### config.mk
export PLATFORM = sky130hd
export DESIGN_NAME = entry_timeout_timer
export DESIGN_NICKNAME = d
export VERILOG_FILES = /design/src/rtl/entry_timeout_timer.sv
export SDC_FILE = /design/constraint.sdc
export NUM_CORES = 1
export LEC_CHECK = 0
export CAP_MARGIN = 20
export CELL_PAD_IN_SITES_DETAIL_PLACEMENT = 0
export CELL_PAD_IN_SITES_GLOBAL_PLACEMENT = 1
export CORE_UTILIZATION = 49
export CTS_BUF_LIST = sky130_fd_sc_hd__clkbuf_8
export DETAILED_ROUTE_END_ITERATION = 10
export GPL_ROUTABILITY_DRIVEN = 0
export PLACE_DENSITY_LB_ADDON = 0.08
export RECOVER_POWER = 50
export SYNTH_ARGS = -nofsm -noshare
export SYNTH_HDL_FRONTEND = slang
export SYNTH_SLANG_ARGS = --single-unit
### constraint.sdc
create_clock -name clk -period 2.95 [get_ports clk]
set_input_delay 0.295 -clock clk [delete_from_list [all_inputs] [get_ports clk]]
set_output_delay 0.295 -clock clk [all_outputs]
set_load 0.02 [all_outputs]
### src/rtl/entry_timeout_timer.sv
// Seconds-resolution inactivity timer for the passcode-entry FSM.
// Optional near-expiry warning enabled by defining ENTRY_TIMER_WARN_EN.
module entry_timeout_timer #(
    parameter int CLK_HZ    = 50_000_000,
    parameter int TIMEOUT_S = 20,
    parameter int SEC_W     = 5,
    parameter int WARN_S    = 5
) (
    input  logic             clk,
    input  logic             rst,
    input  logic             run,
    input  logic             restart,
    output logic [SEC_W-1:0] seconds,
    output logic             tick,
    output logic             timeout,
    output logic             timeout_pulse,
    output logic             warn
);

    localparam int PRE_W = (CLK_HZ > 1) ? $clog2(CLK_HZ) : 1;
    localparam logic [PRE_W-1:0] PRE_TC    = PRE_W'(CLK_HZ - 1);
    localparam logic [SEC_W-1:0] SEC_LIMIT = SEC_W'(TIMEOUT_S);
    localparam logic [SEC_W-1:0] SEC_LAST  = SEC_W'(TIMEOUT_S - 1);

    logic [PRE_W-1:0] pre;
    logic             pre_wrap;
    logic             clear;
    logic [SEC_W-1:0] seconds_nxt;

    assign pre_wrap    = (pre == PRE_TC);
    assign clear       = restart || !run;
    assign seconds_nxt = pre_wrap ? seconds + SEC_W'(1) : seconds;

    // Once timeout is set the counter freezes until cleared, so seconds never wraps.
    always_ff @(posedge clk) begin
        if (rst) begin
            pre           <= '0;
            seconds       <= '0;
            tick          <= 1'b0;
            timeout       <= 1'b0;
            timeout_pulse <= 1'b0;
        end else begin
            tick          <= 1'b0;
            timeout_pulse <= 1'b0;
            if (clear) begin
                pre     <= '0;
                seconds <= '0;
                timeout <= 1'b0;
            end else if (!timeout) begin
                if (pre_wrap) begin
                    pre     <= '0;
                    seconds <= seconds_nxt;
                    tick    <= 1'b1;
                    if (seconds == SEC_LAST) begin
                        timeout       <= 1'b1;
                        timeout_pulse <= 1'b1;
                    end
                end else begin
                    pre <= pre + PRE_W'(1);
                end
            end
        end
    end

`ifdef ENTRY_TIMER_WARN_EN
    localparam logic [SEC_W-1:0] WARN_TH = SEC_W'(TIMEOUT_S - WARN_S);

    // Evaluated on the upcoming seconds value so warn lines up with seconds.
    always_ff @(posedge clk) begin
        if (rst || clear || timeout) begin
            warn <= 1'b0;
        end else begin
            warn <= (seconds_nxt >= WARN_TH) && (seconds_nxt != SEC_LIMIT);
        end
    end
`else
    assign warn = 1'b0;
`endif

endmodule

==> run_1/gate_families.png <==
Scale: 4 px per um.
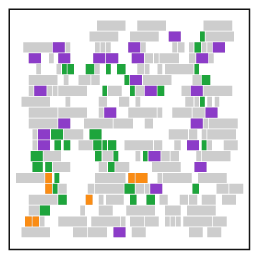
color	family	cells
purple	XOR/XNOR gates	25
green	NAND gates	37
orange	inverting AOI/OAI gates	7

==> run_1/met3.png <==
Scale: 8 px per um.
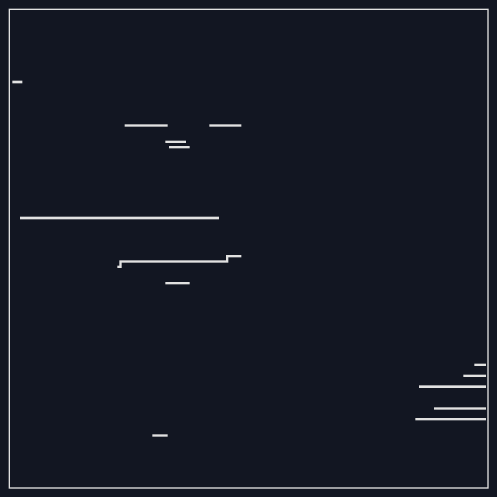
nets with wire on the layer	11
main direction	horizontal

==> results.txt, run 1 <==
Latest figures from synthesis and place and route.

The flow ran to the end, and the final reports show no timing, DRC or antenna violations. The placeable core region is 3100 um^2. The depth of the CTS H-tree is 2. The cell area after placement is between 1500 and 2000 um^2.

The area taken by multi-input logic gates is 876 um^2. The timing report gives the biggest stage delay along the critical path as between 400 and 500 ps. TritonCTS built the clock tree. Counting every instance in the synthesized netlist gives approximately 190. The detailed router reports a met2 wire length of between 1.5 and 2 mm. The yosys-reported design area after synthesis is about 1600 um^2. In this run, CTS created clock tree buffers numbering 5. For this design the total switching power over the nets is around 0.00017 W. The maximum number of pins on one net before global-route repair is 23. The flop-to-flop setup slack is ~550 ps. Global routing finished with a remaining overflow of 0.

The number of well taps is 44. The most flop-heavy register is pre. met2 track demand over resource after global routing is 0.351. Yosys stat counts about 190 cells in the synthesized netlist.

The number of cells traversed by the worst hold path is 2. The startpoint kind of the worst setup timing path is a flip-flop. The highest-utilization routing layer at the global route stage is met2. Summed over all layers, the routed wires come to 3.30 mm. The endpoint type of the worst setup path is a flip-flop.

The aggregate negative setup slack is 0 ps. The global-route total usage across every layer is 0.215. The share of total power dissipated in the clock network is 0.419. The largest contributor to cell area by class is logic gates. The floorplan step set the die height to just under 60 um. Per STA, the worst path is made up of ha_1, nor4bb_1, nand3_1, nor4_4, or2_2, nor2_1. Per the timing report, the biggest fanout along the worst path comes to 22. The area of the die is approximately 3600 um^2. The leakage power summed over all cells is around 0.56 nW. For the worst reg-to-reg path, the endpoint reported by OpenROAD is pre[17]$_SDFFE_PP0N_. For this run, global-route usage on met1 was measured as 0.274.

The first-pass GRT wire length is approximately 5.7 mm. The via-per-instance ratio is 5.45. The clock drives 34 sinks. Yosys attributes the largest share of cell area to dfxtp_1, xnor2_1, nor2_1. The layout has 306 filler cells. In the final report, the number of endpoints failing setup comes to 0.

The critical path start-end classification is flip-flop to flip-flop. Per the slew report, the remaining headroom to the max-slew limit stands at 0.632. The number of cells upsized or downsized after cts is 0.

The peak supply drop is around 0.00026 V. The post-cts hold-fix buffer tally is 0. The area of all sequential standard cells is ~700 um^2. For reference, the final report shows the hold violation count at 0.

When the netlist entered floorplanning its net count stood at 198. The worst hold slack after final layout is 520 ps. The number of max-capacitance violations reported is 0. The number of flip-flops and latches in the synthesized netlist is 34. The routed layout reports a DRC error count of 0. The total power density per cell area is about 440 nW/um^2. The power in sequential cells is 0.000461 W. Counting cells, the worst reg-to-reg path comes to 6.

The final instance count without filler cells is 246. Multi-input logic gates represent a cell area share of 0.475. The number of non-clock inverters is 6. Counting I/O delays and the setup requirement, the final critical path takes approximately 2400 ps. The number of OpenROAD warnings is 27. The share of the core filled with cells is 0.594.

The number of DRC markers after the initial detailed-route iteration is 69. The final design instance area without fill is 1840 um^2. The multi-input combinational cell count is between 100 and 150. The cell count along the critical path is 6. The fraction of cell area in non-clock buffers is 0.0638. The via total after detailed routing is between 1000 and 1500. In this run, distinct cell masters in the synthesized netlist total 34. The layout has 6 clock buffers. The average wire length per cell after detail routing is approximately 13 um. The net count of the finished layout is approximately 210.

The quantity of I/O buffers inserted on ports is 11. STA reports the tightest min-delay check as being of type flip-flop to flip-flop. The power report attributes to the sequential group a share of 0.565. The die width is ~60 um. The cell count after placement is about 240. The proportion of layout cells with a drive suffix above 1 is 0.0545. Setup slack closes at 552 ps. Registers represent a cell area share of 0.369. The start point of the critical path is pre[0]$_SDFFE_PP0N_. The area of the mapped netlist is approximately 1600 um^2. The timing endpoint of the critical path is pre[17]$_SDFFE_PP0N_. The transition at the pin with the smallest max-transition slack is 544 ps. Based on the critical path, the design can be clocked at up to between 0.4 and 0.5 GHz.

The final timing summary puts the cycle share of the worst path at 0.813. The detailed-routing iteration count for the pre-antenna-repair pass is 4. The pre-CTS worst setup slack is approximately 580 ps. The number of buffers and inverters on the critical path is 0. The number of setup buffers added after CTS is 0. Setup repair after global routing left no endpoint under its margin. The register with the most flip-flops in the layout has 26 of them. The startpoint identified for the worst hold timing path is pre[25]$_SDFFE_PP0N_. According to the floorplan log, the row count is 20.

The share of final layout cell area taken by clock buffers and inverters is 0.0496. The number of global-route vias before repair is between 1000 and 1500. The most instantiated flip-flop cell in the synthesis netlist is dfxtp_1. The warning tally printed by Yosys for this design is 0. The async set-reset flop share out of synthesis is 0. The end point of the worst hold path is pre[25]$_SDFFE_PP0N_. The group that draws the most power in this run is sequential cells. Leaving out the clock tree, the finished layout contains a buffer count of 12.

Clock skew on the completed layout was measured at around 5.6 ps. The post-synth tally of flip-flops with integrated enable is 0. In the per-layer summary, the met1 wirelength comes to about 1.6 mm. On the reported timing paths, the clock transition at the registers reads about 70 ps. The worst flop-to-flop path startpoint is pre[0]$_SDFFE_PP0N_. The detailed router used layers up to and including met4.

The total half-perimeter wirelength after legalization and detailed placement is 2.39 mm. The top-area cell type share of the netlist area is 0.418. Summed over all nets, wire length on met3 after detailed routing comes to roughly 86 um. The cell family with the largest share of critical-path delay is simple AND/OR/NAND/NOR gates. The leading area contributor after synthesis is dfxtp_1.
==> run_1/metal_stack.png <==
Scale: 4 px per um.
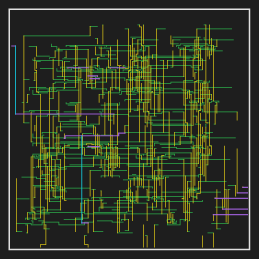
color	layer	wire length
yellow	met2	1580 um
purple	met3	86.2 um
green	met1	1590 um
cyan	met4	38.8 um

==> run_1/final_clocks.png <==
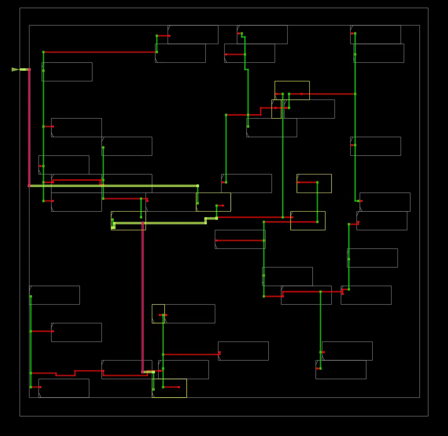
power dissipated in the clock network: 0.000341 W
num sequential: 34

-- run 1: tightest hold or removal path, delay by kind of cell (launching register included) --
kind | cells | cell delay (ps)
simple gates | 1 | 70
flops | 1 | 340
xor+xnor | 1 | 80
-- run 1: Yosys cell counts (4+ instances only) --
cell	instances
nor2_1	36
a21oi_1	6
nor3_1	4
inv_1	6
dfxtp_1	34
xnor2_1	21
nor4_1	11
xor2_1	4
nand2_1	14
nand4_1	7
buf_2	4
nand3_1	10
-- run 1: kinds of logic after synthesis --
family	after synthesis	synth area share
AOI/OAI and AO/OA	7	0.0238
xor gates and xnor gates	25	0.134
adders and majority gates	3	0.0230
buffers and inverters	15	0.0445
DFF	34	0.418
muxes	2	0.0131
other	1	0.00230
and+or+nand+nor	104	0.341
==> run 2: changes to the inputs <==
Settings changed: CORE_UTILIZATION 49 to 45.
Clock period 2.95 ns to 2.4 ns, I/O delays scaled along.
==> run_2/metal_stack.png <==
Scale: 4 px per um.
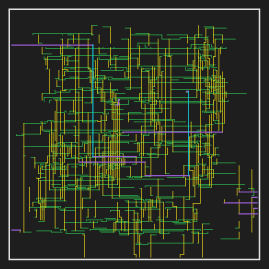
color	layer	wire length
green	met1	1620 um
cyan	met4	49.0 um
purple	met3	107 um
yellow	met2	1510 um

==> run_2/clock_map.png <==
Scale: 8 px per um.
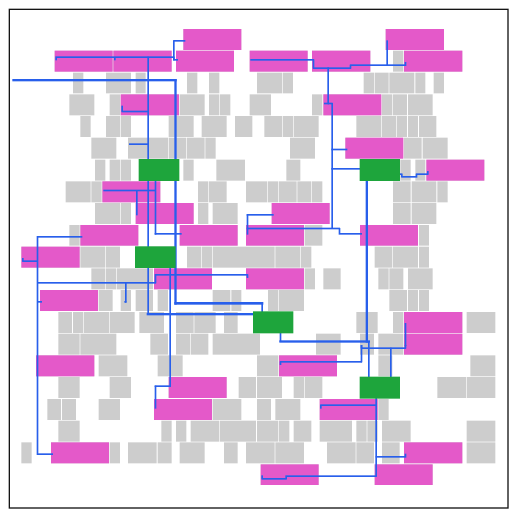
[green] cells driving clock nets | count: 5
[magenta] flip-flops | count: 34
[blue] clock wires | length: 440 um
flops lie	widely spread

==> run_2/met3.png <==
Scale: 8 px per um.
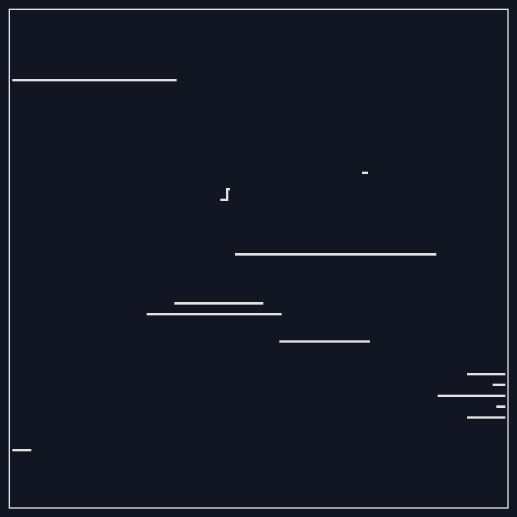
GR Layer Usage met3: 0.0460
Detailed Route WL: 3.28 mm
Via Count: 1311

==> run 2 against run 1 <==
Compared with the run above: clock skew about the same; setup slack worse by 260 ps; cell area up 2.6%; core utilization decreased by 3.6 points; area after synthesis stayed put; power up 23%; largest cell class unchanged; sequential cell count unchanged; worst hold slack gained 2.7 ps; critical path depth is the same; critical path type unchanged; non-clock buffer count up 5; first-iteration DRC count fell by 5.8%.
==> results.txt, run 2 <==
Latest figures from synthesis and place and route.

The total of warnings raised by yosys is 0 (unchanged). The number of cells traversed by the worst hold path is 2 (unchanged). The most flop-heavy register is pre (unchanged). The clock tree from TritonCTS is done (unchanged). The placeable core region is 3390 um^2 (was 3100 um^2). The average wire length per cell after detail routing is 13.0 um (was 13.4 um). The flop-to-flop setup slack is 290 ps (was 550 ps). The post-synthesis cell type count is 34 (unchanged). The critical path start-end classification was flip-flop to flip-flop (unchanged).

The area of the die is 3860 um^2 (was 3560 um^2). The post-CTS clock slew at the launch and capture registers of the worst setup and hold paths is 70 ps (about the same). The quantity of I/O buffers inserted on ports is 11 (unchanged). The met3 routed wirelength is 107 um (was 86 um). Most frequent cells after synthesis: nor2_1, dfxtp_1, xnor2_1 (unchanged). The wire length on met1 is 1.62 mm (was 1.59 mm). The final instance count without filler cells is 253 (was 246). The number of buffers and inverters on the critical path came to 0 (unchanged).

The end point of the worst hold path is pre[25]$_SDFFE_PP0N_ (unchanged). Cell-by-cell listing of the critical path: ha_1, nor4bb_2, nand3_1, nor4_4, nand4_1, mux2_1 (was ha_1, nor4bb_1, nand3_1, nor4_4, or2_2, nor2_1). The synthesized-area fraction occupied by adder cells is 0.0230 (unchanged). The sequential share of power is 0.563 (was 0.565). The share of the core filled with cells is 0.558 (was 0.594).

The endpoint of the worst register-to-register path was seconds[4]$_SDFFE_PP0P_ (was pre[17]$_SDFFE_PP0N_). The proportion of layout cells with a drive suffix above 1 is 0.0821 (was 0.0545). The cell area after placement was 1790 um^2 (was 1750 um^2). The timing endpoint of the critical path is seconds[4]$_SDFFE_PP0P_ (was pre[17]$_SDFFE_PP0N_).

The worst hold slack after final layout was 522 ps (was 520 ps). The maximum number of pins on one net before global-route repair came to 23 (unchanged). The pre-CTS worst setup slack was 179 ps (was 575 ps).

The power in sequential cells is 0.000566 W (was 0.000461 W). The start point of the critical path is pre[0]$_SDFFE_PP0N_ (unchanged). The most instantiated flip-flop cell in the synthesis netlist is dfxtp_1 (unchanged). The net count after synthesis is 198 (unchanged). The die height was 62.2 um (was 59.7 um). The area share of and/or/nand/nor cells after synthesis is 0.341 (unchanged). The yosys cell count is 191 (unchanged). The number of rows created at floorplan is 21 (was 20).

The highest-power group is sequential cells (unchanged). The aggregate negative setup slack is 0 ps (unchanged). The instance count of the mapped netlist is 191 (unchanged). The delay of the slowest cell on the worst path is 430 ps (was 460 ps).

The cell count after placement is 245 (was 238). The mux share of post-synthesis cell area is 0.0131 (unchanged). Dominant cells by area after synthesis: dfxtp_1, xnor2_1, nor2_1 (unchanged).

The startpoint of the most critical hold path is pre[25]$_SDFFE_PP0N_ (unchanged). The net switching power is 0.000207 W (was 0.000166 W). The area share of and-or/or-and cells after synthesis is 0.0238 (unchanged). The maximum clock rate was 0.474 GHz (was 0.417 GHz). The number of flip-flops and latches in the synthesized netlist is 34 (unchanged).

The length in cells of the worst reg-to-reg path came to 6 (unchanged). The number of cells upsized or downsized after cts came to 0 (unchanged). The remaining global-route overflow came to 0 (unchanged).

The total half-perimeter wirelength after legalization and detailed placement is 2.38 mm (was 2.39 mm). The final worst-path cycle share is 0.879 (was 0.813). The final design instance area without fill came to 1890 um^2 (was 1840 um^2). The cell family with the largest share of critical-path delay is simple AND/OR/NAND/NOR gates (unchanged). The worst-case setup margin in the final layout was 290 ps (was 552 ps).

The async set-reset flop share out of synthesis is 0 (unchanged). The yosys-reported design area after synthesis is 1630 um^2 (unchanged). The endpoint type of the worst setup path is a flip-flop (unchanged).

The flip-flop count of the largest register after layout is 26 (unchanged). The final period demand of the worst path is 2110 ps (was 2400 ps). The clock sink count is 34 (unchanged).

The hold violation total from the final report is 0 (unchanged). The remaining max-slew budget at the tightest pin is 0.631 (was 0.632). The worst clock skew on the final layout is 5.41 ps (was 5.55 ps). The global-route total usage across every layer was 0.195 (was 0.215).

The main logic family after synthesis is simple AND/OR/NAND/NOR gates (unchanged). The detailed-routing iteration count for the pre-antenna-repair pass came to 4 (unchanged). The met1 usage came to 0.248 (was 0.274).

The total power density per cell area came to 532 nW/um^2 (was 443 nW/um^2). The cell count along the critical path came to 6 (unchanged). The final setup violation count came to 0 (unchanged). The net count of the finished layout is 213 (was 208). The startpoint kind of the worst setup timing path was a flip-flop (unchanged). The detailed route wirelength on metal2 is 1.51 mm (was 1.58 mm). The clock share of power was 0.420 (was 0.419). The number of DRC markers after the initial detailed-route iteration is 65 (was 69). Outcome: completed (unchanged). The worst hold-check path type was flip-flop to flip-flop (unchanged). The leakage power summed over all cells is 0.589 nW (was 0.562 nW). The met2 capacity usage during global routing is 0.308 (was 0.351). The top routing layer in use is met4 (unchanged). The leading area contributor after synthesis is dfxtp_1 (unchanged). The peak supply drop is 0.000373 V (was 0.000258 V). The transition at the pin with the smallest max-transition slack is 546 ps (was 544 ps). The parity-gate share of the synthesized area counting xor and xnor cells was 0.134 (unchanged). The maximum fanout count along the critical path is 7 (was 22).
-- run 2: cell counts after synthesis --
Identical to the previous run, type by type.
-- run 2: logic make-up (layout without fill, tap and decap cells) --
family | Yosys count | count (layout)
fa+ha+maj | 3 | 3
xor+xnor | 25 | 25
other cells | 1 | 1
flops | 34 | 34
buf+inv | 15 | 31
compound gates | 7 | 7
simple gates | 104 | 104
mux | 2 | 2
-- run 2: area by class of cell --
| type | instances | area, um^2 |
|---|---|---|
| Multi-Input combinational cell | 142 | 885 |
| Timing Repair Buffer | 17 | 155 |
| Inverter | 6 | 22.5 |
| Clock buffer | 6 | 82.6 |
| Tap cell | 46 | 57.6 |
| Sequential cell | 34 | 681 |
| Fill cell | 296 | 1500 |
| Clock inverter | 2 | 8.76 |
==> run 3: changes to the inputs <==
Settings changed: CTS_CLUSTER_DIAMETER set to 150.
==> run_3/gate_families.png <==
Scale: 4 px per um.
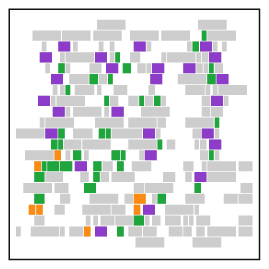
color	family	cells
purple	XOR/XNOR gates	25
orange	inverting AOI/OAI gates	7
green	NAND gates	37

==> run_3/clock_map.png <==
Scale: 8 px per um.
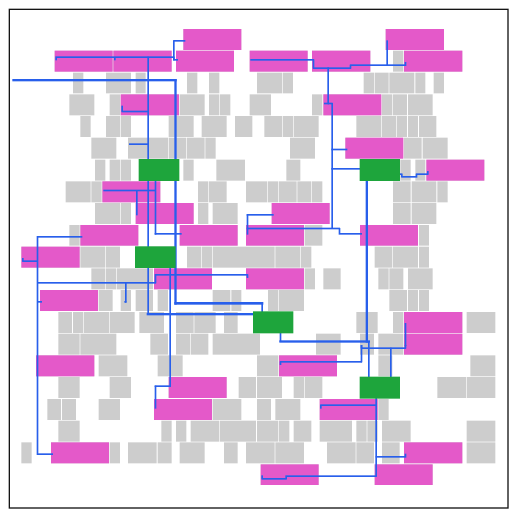
[magenta] flip-flops | count: 34
[blue] clock wires | length: 440 um
[green] cells driving clock nets | count: 5
routed clock nets	6
flops lie	widely spread

==> run_3/met3.png <==
Scale: 8 px per um.
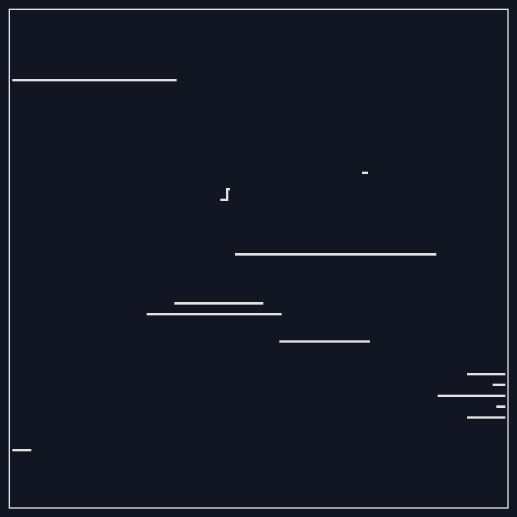
main direction	horizontal
share of all routed wire	3.3%
longest straight run	24.8 um

==> run 3 against run 2 <==
Compared with the run above: combinational power barely moved; largest power group unchanged; worst hold slack unchanged; cell count is the same.
==> results.txt, run 3 <==
Latest figures from synthesis and place and route.

The cell count along the critical path came to 6 (unchanged). The sequential share of power is 0.563 (about the same). The final setup violation count is 0 (unchanged).

The flop-to-flop setup slack is 290 ps (about the same). The leakage power summed over all cells is 0.589 nW (unchanged). The final design instance area without fill is 1890 um^2 (unchanged). The timing endpoint of the critical path is seconds[4]$_SDFFE_PP0P_ (unchanged). The highest-power group is sequential cells (unchanged). The die width is 62.2 um (unchanged).

The sequential-to-total area share from yosys stat is 0.418 (unchanged). The via total after detailed routing is 1311 (unchanged). The reported clock group power is 0.000422 W (about the same). The clock buffer count from CTS is 5 (unchanged). The number of rows created at floorplan is 21 (unchanged). The via-per-instance ratio came to 5.18 (unchanged). The cell count after placement is 245 (unchanged). The number of antenna repair diodes is 0 (unchanged).

The hold violation total from the final report is 0 (unchanged). The share of the core filled with cells came to 0.558 (unchanged). The number of global-route vias before repair is 1319 (unchanged). The mean instance size in the synthesized netlist is 8.53 um^2 (unchanged). The power drawn by the combinational cells was 0.0000174 W (about the same). The proportion of layout cells with a drive suffix above 1 is 0.0821 (unchanged). The net count of the finished layout is 213 (unchanged). The peak supply drop is 0.000373 V (unchanged). The flip-flop count of the largest register after layout was 26 (unchanged).

The yosys-reported design area after synthesis is 1630 um^2 (unchanged). The remaining max-slew budget at the tightest pin is 0.631 (unchanged). The number of DRC markers after the initial detailed-route iteration is 65 (unchanged). The area of the mapped netlist is 1630 um^2 (unchanged).

The critical path start-end classification was flip-flop to flip-flop (unchanged). The clock sink count is 34 (unchanged). The most flop-heavy register is pre (unchanged). The main logic family after synthesis is simple AND/OR/NAND/NOR gates (unchanged).

The number of max-capacitance violations reported is 0 (unchanged). The number of cells traversed by the worst hold path is 2 (unchanged). The quantity of I/O buffers inserted on ports is 11 (unchanged). The worst-case setup margin in the final layout was 290 ps (unchanged). The number of buffers and inverters on the critical path is 0 (unchanged).

The post-layout total power came to 0.00101 W (unchanged). The final worst-path cycle share came to 0.879 (unchanged). The yosys cell count is 191 (unchanged). The cell family with the largest share of critical-path delay was simple AND/OR/NAND/NOR gates (unchanged). The worst path arrival time is 2280 ps (about the same). The final period demand of the worst path is 2110 ps (unchanged). The power in sequential cells is 0.000566 W (about the same).

The remaining global-route overflow is 0 (unchanged). The highest-count logic cell in the final layout was nor2_1 (unchanged). Most frequent cells in the layout: nor2_1, dfxtp_1, xnor2_1 (unchanged).

The depth of the CTS H-tree is 2 (unchanged). The internal power of the cells is 0.000800 W (unchanged). The detailed-route DRC error count is 0 (unchanged).

The synthesized-area fraction occupied by adder cells is 0.0230 (unchanged). The most instantiated flip-flop cell in the synthesis netlist is dfxtp_1 (unchanged). The most frequent cell after synthesis was nor2_1 (unchanged). The maximum fanout count along the critical path is 7 (unchanged). The clock latency on the worst-skew pair is 280 ps (about the same). The post-CTS clock slew at the launch and capture registers of the worst setup and hold paths is 70 ps (about the same).

The largest buffer count on any clock path is 2 (unchanged). The pre-CTS worst setup slack came to 179 ps (unchanged). The aggregate routed wire length is 3.28 mm (unchanged). The slowest cell on the critical path is dfxtp_1 (unchanged). The area overhead of the layout relative to synthesis is 16.1% (unchanged). The top-level port count is 13 (unchanged). The endpoint of the worst register-to-register path is seconds[4]$_SDFFE_PP0P_ (unchanged). The critical path data required time is 2570 ps (about the same).

Largest registers ranked by flip-flop count: pre: 26 flops, seconds: 5 flops (unchanged). The die height is 62.2 um (unchanged). The library cell used as clock root buffer is clkbuf_8 (unchanged). The detailed-routing iteration count for the pre-antenna-repair pass is 4 (unchanged). The initial antenna violation count is 0 (unchanged). The instance count of the mapped netlist is 191 (unchanged). The transition at the pin with the smallest max-transition slack is 546 ps (unchanged). The clock share of power was 0.420 (about the same). The worst hold slack after final layout is 522 ps (unchanged). The final instance count without filler cells was 253 (unchanged). The net count after synthesis is 198 (unchanged). Unrepaired setup endpoints after global routing: no (unchanged). The net switching power was 0.000207 W (unchanged). The total half-perimeter wirelength after legalization and detailed placement was 2.38 mm (unchanged). The global-route total usage across every layer came to 0.195 (unchanged).

The placeable core region came to 3390 um^2 (unchanged). The proportion of power drawn by combinational gates came to 0.017 (about the same). Dominant cells by area after synthesis: dfxtp_1, xnor2_1, nor2_1 (unchanged). The remaining antenna violation count after routing is 0 (unchanged). The async set-reset flop share out of synthesis was 0 (unchanged). The number of max-slew violations in the final report is 0 (unchanged). The start point of the critical path is pre[0]$_SDFFE_PP0N_ (unchanged).

The endpoint type of the worst setup path was a flip-flop (unchanged). The average wire length per cell after detail routing is 13.0 um (unchanged). The area share of and-or/or-and cells after synthesis is 0.0238 (unchanged). The number of flip-flops and latches in the synthesized netlist was 34 (unchanged).

The switching share of power was 0.205 (unchanged). The area of the die is 3860 um^2 (unchanged). The startpoint of the most critical hold path is pre[25]$_SDFFE_PP0N_ (unchanged). The end point of the worst hold path is pre[25]$_SDFFE_PP0N_ (unchanged).

The post-synthesis cell type count is 34 (unchanged). Outcome: completed (unchanged). The initial cell density of the core is 0.481 (unchanged). The aggregate negative setup slack came to 0 ps (unchanged). The maximum clock rate was 0.474 GHz (unchanged). The startpoint kind of the worst setup timing path is a flip-flop (unchanged). The post-synth tally of flip-flops with integrated enable was 0 (unchanged). The total of warnings raised by yosys is 0 (unchanged). The total power density per cell area was 532 nW/um^2 (unchanged).

The parity-gate share of the synthesized area counting xor and xnor cells is 0.134 (unchanged). The worst clock skew on the final layout came to 5.41 ps (unchanged). The cell area after placement is 1790 um^2 (unchanged). The mux share of post-synthesis cell area came to 0.0131 (unchanged). The top-area cell type share of the netlist area is 0.418 (unchanged).

The first-pass GRT wire length came to 5.95 mm (unchanged). The worst flop-to-flop path startpoint is pre[0]$_SDFFE_PP0N_ (unchanged). The delay of the slowest cell on the worst path is 430 ps (about the same). The maximum number of pins on one net before global-route repair came to 23 (unchanged).

The number of OpenROAD warnings is 27 (unchanged). The leading area contributor after synthesis was dfxtp_1 (unchanged). Most frequent cells after synthesis: nor2_1, dfxtp_1, xnor2_1 (unchanged).

The area share of and/or/nand/nor cells after synthesis is 0.341 (unchanged). The clock tree from TritonCTS is done (unchanged). The length in cells of the worst reg-to-reg path is 6 (unchanged). Cell-by-cell listing of the critical path: ha_1, nor4bb_2, nand3_1, nor4_4, nand4_1, mux2_1 (unchanged).

The worst hold-check path type is flip-flop to flip-flop (unchanged).
run 3: layout make-up:
class | count | area (um^2)
Clock inverter | 2 | 8.76
Clock buffer | 6 | 82.6
Timing Repair Buffer | 17 | 155
Multi-Input combinational cell | 142 | 885
Inverter | 6 | 22.5
Sequential cell | 34 | 681
Fill cell | 296 | 1500
Tap cell | 46 | 57.6
run 3: per-layer routing:
layer  vias to the layer above  share of wire  track usage  wire [um]
li1                        684              -            -          -
met1                       607           0.49        0.248       1620
met2                        16           0.46        0.308       1510
met3                         4          0.033       0.0460        107
met4                         0          0.015       0.0959         48
met5                         -              0            0          0
run 3: timing repair:
action,CTS,global route
setup buffers,0,0
endpoints found under the setup margin,0,23
hold buffers,0,0
gates resized,0,2
No activity file was given, so power comes from the tool's default toggle rates.
